Figure 1. Met1 routing.
(1.5 px per um) Supply wires on this layer in gray.
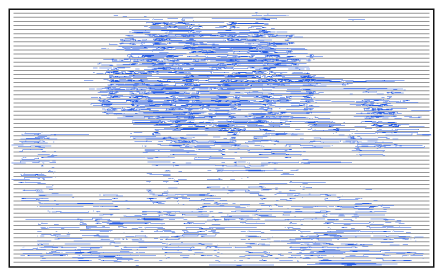
Figure 2. Metal 2.
(1 px per um) Cells faint in the background.
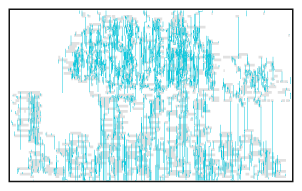
Figure 3. The metal 3 layer.
(1.5 px per um)
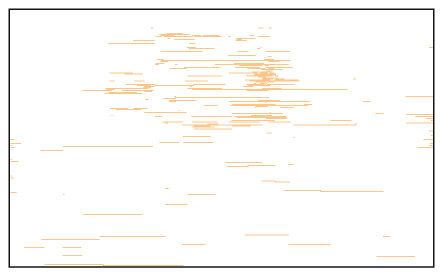
[src/rtl/vxe_txnreq_tracker_pkg.sv]
// ----------------------------------------------------------------------------
// vxe_txnreq_tracker_pkg
// Shared definitions for the VxEngine request-side transaction tracker.
// Holds the field layout of the 44-bit encoded request vector:
//   txnid = [43:38], rnw = [37], addr = [36:0]
// It also holds the word-to-byte address shift and the sizes of the
// in-flight ID table and the outstanding counter.
// No ports; imported by the tracker top and the head decoder.
// ----------------------------------------------------------------------------
package vxe_txnreq_tracker_pkg;

  localparam int VEC_W      = 44;
  localparam int TXNID_W    = 6;
  localparam int TXNID_HI   = 43;
  localparam int TXNID_LO   = 38;
  localparam int RNW_BIT    = 37;
  localparam int ADDR_HI    = 36;
  localparam int ADDR_LO    = 0;
  localparam int ADDR_SHIFT = 3;
  localparam int M_ADDR_W   = 40;
  localparam int NUM_IDS    = 64;
  localparam int CNT_W      = 7;

endpackage

[src/rtl/vxe_txnreqa_decoder.sv]
// ----------------------------------------------------------------------------
// vxe_txnreqa_decoder
// Purely combinational decode of one encoded request vector into its
// memory-side fields. The 37-bit word address becomes a 40-bit byte address.
// Ports:
//   vec    in  44  encoded request vector
//   txnid  out 6   transaction ID
//   rnw    out 1   1 = read, 0 = write
//   addr   out 40  byte address {vec[36:0], 3'b000}
// ----------------------------------------------------------------------------
module vxe_txnreqa_decoder
  import vxe_txnreq_tracker_pkg::*;
(
  input  logic [VEC_W-1:0]    vec,
  output logic [TXNID_W-1:0]  txnid,
  output logic                rnw,
  output logic [M_ADDR_W-1:0] addr
);

  assign txnid = vec[TXNID_HI:TXNID_LO];
  assign rnw   = vec[RNW_BIT];
  assign addr  = {vec[ADDR_HI:ADDR_LO], {ADDR_SHIFT{1'b0}}};

endmodule

[src/rtl/vxe_txnreq_tracker.sv]
// ----------------------------------------------------------------------------
// vxe_txnreq_tracker
// Request-side transaction tracker. Incoming encoded requests are buffered in
// an in-order FIFO. The FIFO head is decoded and offered to the memory
// interface only while its ID is not already in flight. A 64-bit busy table
// keeps each ID in flight at most once, until a response retires it.
// Ports:
//   clk            in  1   clock, rising edge
//   nrst           in  1   synchronous active-low reset
//   i_req_vec_txn  in  44  encoded request vector
//   i_req_vld      in  1   request valid
//   o_req_rdy      out 1   request ready (FIFO not full)
//   o_m_txnid      out 6   issued transaction ID
//   o_m_rnw        out 1   issued read/not-write
//   o_m_addr       out 40  issued byte address
//   o_m_vld        out 1   issue valid
//   i_m_rdy        in  1   memory interface ready
//   i_rsp_vld      in  1   response / retire valid
//   i_rsp_txnid    in  6   ID being retired
//   o_outstanding  out 7   number of in-flight IDs
//   o_idle         out 1   FIFO empty and nothing in flight
//   o_err          out 1   sticky: a response named an ID that was not busy
// ----------------------------------------------------------------------------
module vxe_txnreq_tracker
  import vxe_txnreq_tracker_pkg::*;
#(
  parameter int DEPTH = 4
) (
  input  logic                clk,
  input  logic                nrst,
  input  logic [VEC_W-1:0]    i_req_vec_txn,
  input  logic                i_req_vld,
  output logic                o_req_rdy,
  output logic [TXNID_W-1:0]  o_m_txnid,
  output logic                o_m_rnw,
  output logic [M_ADDR_W-1:0] o_m_addr,
  output logic                o_m_vld,
  input  logic                i_m_rdy,
  input  logic                i_rsp_vld,
  input  logic [TXNID_W-1:0]  i_rsp_txnid,
  output logic [CNT_W-1:0]    o_outstanding,
  output logic                o_idle,
  output logic                o_err
);

  localparam int PTR_W = $clog2(DEPTH) + 1;

  logic [VEC_W-1:0]   mem [DEPTH];
  logic [PTR_W-1:0]   wr_ptr;
  logic [PTR_W-1:0]   rd_ptr;
  logic [NUM_IDS-1:0] busy;
  logic [CNT_W-1:0]   outstanding;
  logic               err;

  logic               empty;
  logic               full;
  logic               push;
  logic               pop;
  logic               retire_ok;
  logic [VEC_W-1:0]   head_vec;

  // One extra pointer bit distinguishes full from empty when the index bits match.
  assign empty = (wr_ptr == rd_ptr);
  assign full  = (wr_ptr[PTR_W-1] != rd_ptr[PTR_W-1]) &&
                 (wr_ptr[PTR_W-2:0] == rd_ptr[PTR_W-2:0]);

  assign head_vec = mem[rd_ptr[PTR_W-2:0]];

  vxe_txnreqa_decoder u_head_decoder (
    .vec   (head_vec),
    .txnid (o_m_txnid),
    .rnw   (o_m_rnw),
    .addr  (o_m_addr)
  );

  // Ready depends only on full, so a pop cannot free a slot in the same cycle.
  assign o_req_rdy = !full;
  // The registered busy table is used, so a retire in this cycle does not
  // allow an issue of the same ID until the next cycle.
  assign o_m_vld   = !empty && !busy[o_m_txnid];

  assign push      = i_req_vld && !full;
  assign pop       = o_m_vld && i_m_rdy;
  assign retire_ok = i_rsp_vld && busy[i_rsp_txnid];

  // The FIFO storage is not reset; entries count as valid only between the pointers.
  always_ff @(posedge clk) begin
    if (push) begin
      mem[wr_ptr[PTR_W-2:0]] <= i_req_vec_txn;
    end
  end

  always_ff @(posedge clk) begin
    if (!nrst) begin
      wr_ptr <= '0;
      rd_ptr <= '0;
    end else begin
      if (push) begin
        wr_ptr <= wr_ptr + PTR_W'(1);
      end
      if (pop) begin
        rd_ptr <= rd_ptr + PTR_W'(1);
      end
    end
  end

  // Issue and retire never name the same ID in one cycle. Issue needs the bit
  // clear and retire needs it set, so the two busy updates never collide.
  always_ff @(posedge clk) begin
    if (!nrst) begin
      busy        <= '0;
      outstanding <= '0;
      err         <= 1'b0;
    end else begin
      if (pop) begin
        busy[o_m_txnid] <= 1'b1;
      end
      if (retire_ok) begin
        busy[i_rsp_txnid] <= 1'b0;
      end
      case ({pop, retire_ok})
        2'b10:   outstanding <= outstanding + CNT_W'(1);
        2'b01:   outstanding <= outstanding - CNT_W'(1);
        default: outstanding <= outstanding;
      endcase
      if (i_rsp_vld && !busy[i_rsp_txnid]) begin
        err <= 1'b1;
      end
    end
  end

  assign o_outstanding = outstanding;
  assign o_idle        = empty && (outstanding == '0);
  assign o_err         = err;

endmodule

[config.mk]
export PLATFORM = sky130hd
export DESIGN_NAME = vxe_txnreq_tracker
export DESIGN_NICKNAME = d
export VERILOG_FILES = /design/src/rtl/vxe_txnreq_tracker_pkg.sv /design/src/rtl/vxe_txnreqa_decoder.sv /design/src/rtl/vxe_txnreq_tracker.sv
export SDC_FILE = /design/constraint.sdc
export NUM_CORES = 1
export LEC_CHECK = 0
export CAP_MARGIN = 15
export CORE_ASPECT_RATIO = 0.6
export CORE_MARGIN = 2
export CORE_UTILIZATION = 25
export CTS_BUF_LIST = sky130_fd_sc_hd__clkbuf_16
export DETAILED_ROUTE_END_ITERATION = 7
export HOLD_SLACK_MARGIN = 0.05
export PLACE_DENSITY = 0.43
export SLEW_MARGIN = 20
export SYNTH_ARGS = -nofsm -noshare
export SYNTH_HDL_FRONTEND = slang
export SYNTH_SLANG_ARGS = --single-unit
[constraint.sdc]
create_clock -name clk -period 10.1 [get_ports clk]
set_input_delay 1.515 -clock clk [delete_from_list [all_inputs] [get_ports clk]]
set_output_delay 1.515 -clock clk [all_outputs]
set_load 0.01 [all_outputs]
==> reports/results.ini <==
[run_status]
outcome=complete, no violations

[critical_path]
cpPeakStageDelay_ns=0.85
required_ns=8.59
crit_arrival_ns=5.61
rr_worst_depth=20
critical_path.top_delay_family=buffers and inverters
crit_buf_inv=3
end_kind=output pin

[clock_tree]
cts_setup_buffers=0
cts_made_buffers=28
root_buffer=clkbuf_16
htreeDepth=1
cts_buffer_depth=3
cts_num_sinks=256

[sta]
fin_ws_ns=2.97
fmax_ghz=0.140
skew_ns=0.0139
finalCritPeriodShare=0.706
hold_slack_ns=0.481

[layout]
comb_share=0.297
buf_share=0.0875
final_util=0.312
logic_gates=529
clk_share=0.0682
area_delta_synth_final_pct=23.8
diodes=0
fin_nets=1058
logic_area_um2=4260
seqCellArea_um2=6890
lay_top_count=edfxtp_1

[power]
leakagePower_nw=4.41
power_mw=2.91
p_per_area_nw_per_um2=202

[job]
drv_cap=0

[hold_path]
whs_endpoint=busy[49]

[global_route]
grt.overflow.total=0
grt_use_total=0.147

[yosys]
top_area_frac=0.456
postSynthAreaPerCell_um2=13.0
async_flop_share=0
ys_chip_area_um2=11600
syn_area_um2=11600
flop_cell=edfxtp_1
edf_count=176

[placed_design]
placedCellCount=1595

[routing]
wl_met2_mm=14.6
vias_per_cell=4.99
wl_met3_mm=2.86
dr.max_layer_used=met4

[floorplanning]
die_y_um=171
die.size.x_um=282
chipArea_um2=48200
core-area_um2=46000

Back to the opening pictures, Figure 1:
main direction: horizontal
longest straight run: 68.1 um

Back to the opening pictures, Figure 2:
main direction: vertical
wire length on this layer: 14,600 um
longest straight run: 75.8 um
nets with wire on the layer: 886
share of all routed wire: 41%

Back to the opening pictures, Figure 3:
main direction: horizontal
nets with wire on the layer: 119
wire length on this layer: 2,860 um

-- state kept, by name, indices dropped and copies added, names as in the netlist, named ones only --
register       count
o_outstanding      7
o_err              1
rd_ptr             3
mem              176
wr_ptr             3
busy              64
-- cells by family (layout without fill, tap and decap cells) --
family	after synthesis	count (layout)	synth area share
other	1	3	0.000323
AND/OR/NAND/NOR	210	210	0.101
adder cells (fa/ha/maj)	8	8	0.00863
flip-flops	256	256	0.594
AND-OR/OR-AND	219	219	0.126
multiplexers	76	76	0.119
buffers and inverters	110	231	0.0411
XOR/XNOR	13	13	0.00982
-- where the power goes --
part           total [mW]  internal, mW  switching, mW
Sequential           1.20          1.17         0.0348
Combinational       0.602         0.257          0.346
Clock                1.10         0.669          0.432
Power is estimated from default activity; no workload was simulated.
